==> config.mk <==
export PLATFORM = sky130hd
export DESIGN_NAME = imem_loader_flat
export DESIGN_NICKNAME = d
export VERILOG_FILES = /design/src/rtl/imem_loader_if.sv /design/src/rtl/imem_loader.sv /design/src/flat_wrapper.sv
export SDC_FILE = /design/constraint.sdc
export NUM_CORES = 1
export LEC_CHECK = 0
export CAP_MARGIN = 20
export CELL_PAD_IN_SITES_DETAIL_PLACEMENT = 2
export CELL_PAD_IN_SITES_GLOBAL_PLACEMENT = 2
export CORE_MARGIN = 2
export CORE_UTILIZATION = 45
export CTS_CLUSTER_DIAMETER = 40
export CTS_CLUSTER_SIZE = 28
export DETAILED_ROUTE_END_ITERATION = 8
export PLACE_DENSITY = 0.72
export SYNTH_ARGS = -nofsm -noshare
export SYNTH_HDL_FRONTEND = slang
export SYNTH_SLANG_ARGS = --single-unit
==> constraint.sdc <==
create_clock -name clk_i -period 4.5 [get_ports clk_i]
set_input_delay 0.9 -clock clk_i [delete_from_list [all_inputs] [get_ports clk_i]]
set_output_delay 0.9 -clock clk_i [all_outputs]
set_load 0.05 [all_outputs]
**M1 wires**

Scale: 2 px per µm.
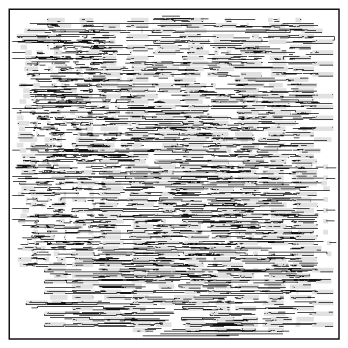
- nets with wire on the layer: 695
- share of all routed wire: 41%
via count: 6549
Global Route met1 Usage: 39.0%

**Met2 routing**

Scale: 3 px per µm.
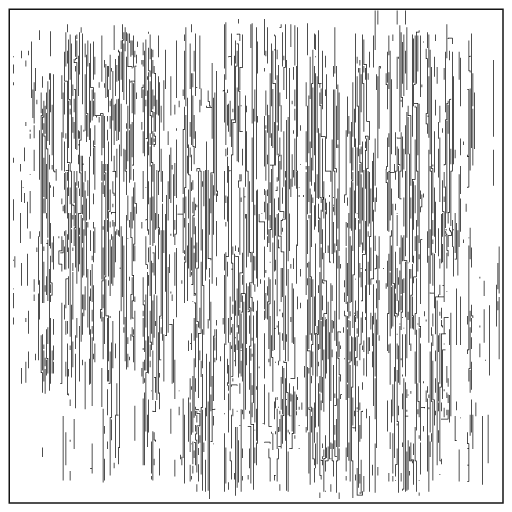
- main direction: vertical
- wire length on this layer: 18300 µm
- nets with wire on the layer: 703
- share of all routed wire: 50%
met2 usage: 47.4%
Final Routed Wirelength: 36.7 mm

==> results.toml <==
# generated from flow reports
[run_status]
status = "complete, no violations"

[placed_design]
dp.final_hpwl_mm = 22.5

[die]
die-area_mm2 = 0.0269

[timing]
setup_slack_ps = 468
drv_slew = 0
hold_slack_ps = 535
setup_viol = 0

[grt]
grtUsageTotal_pct = 28.4
grt_pass1_vias = 7154

[drt]
top_layer = "met4"
via_per_inst = 6.16

[final_layout]
num-clock-buffers = 42
seq_share_pct = 58.7

[logic_synthesis]
fp_nets = 640
top_cell = "edfxtp_1"
adder_share_pct = 1.37

[power_and_ir_drop]
total_power_w = 0.00705

[critical_path]
endpoint_kind = "primary output"
setup.worst_path.start_class = "input port"

[cts]
cts.clk_slew.worst_paths_ps = 60
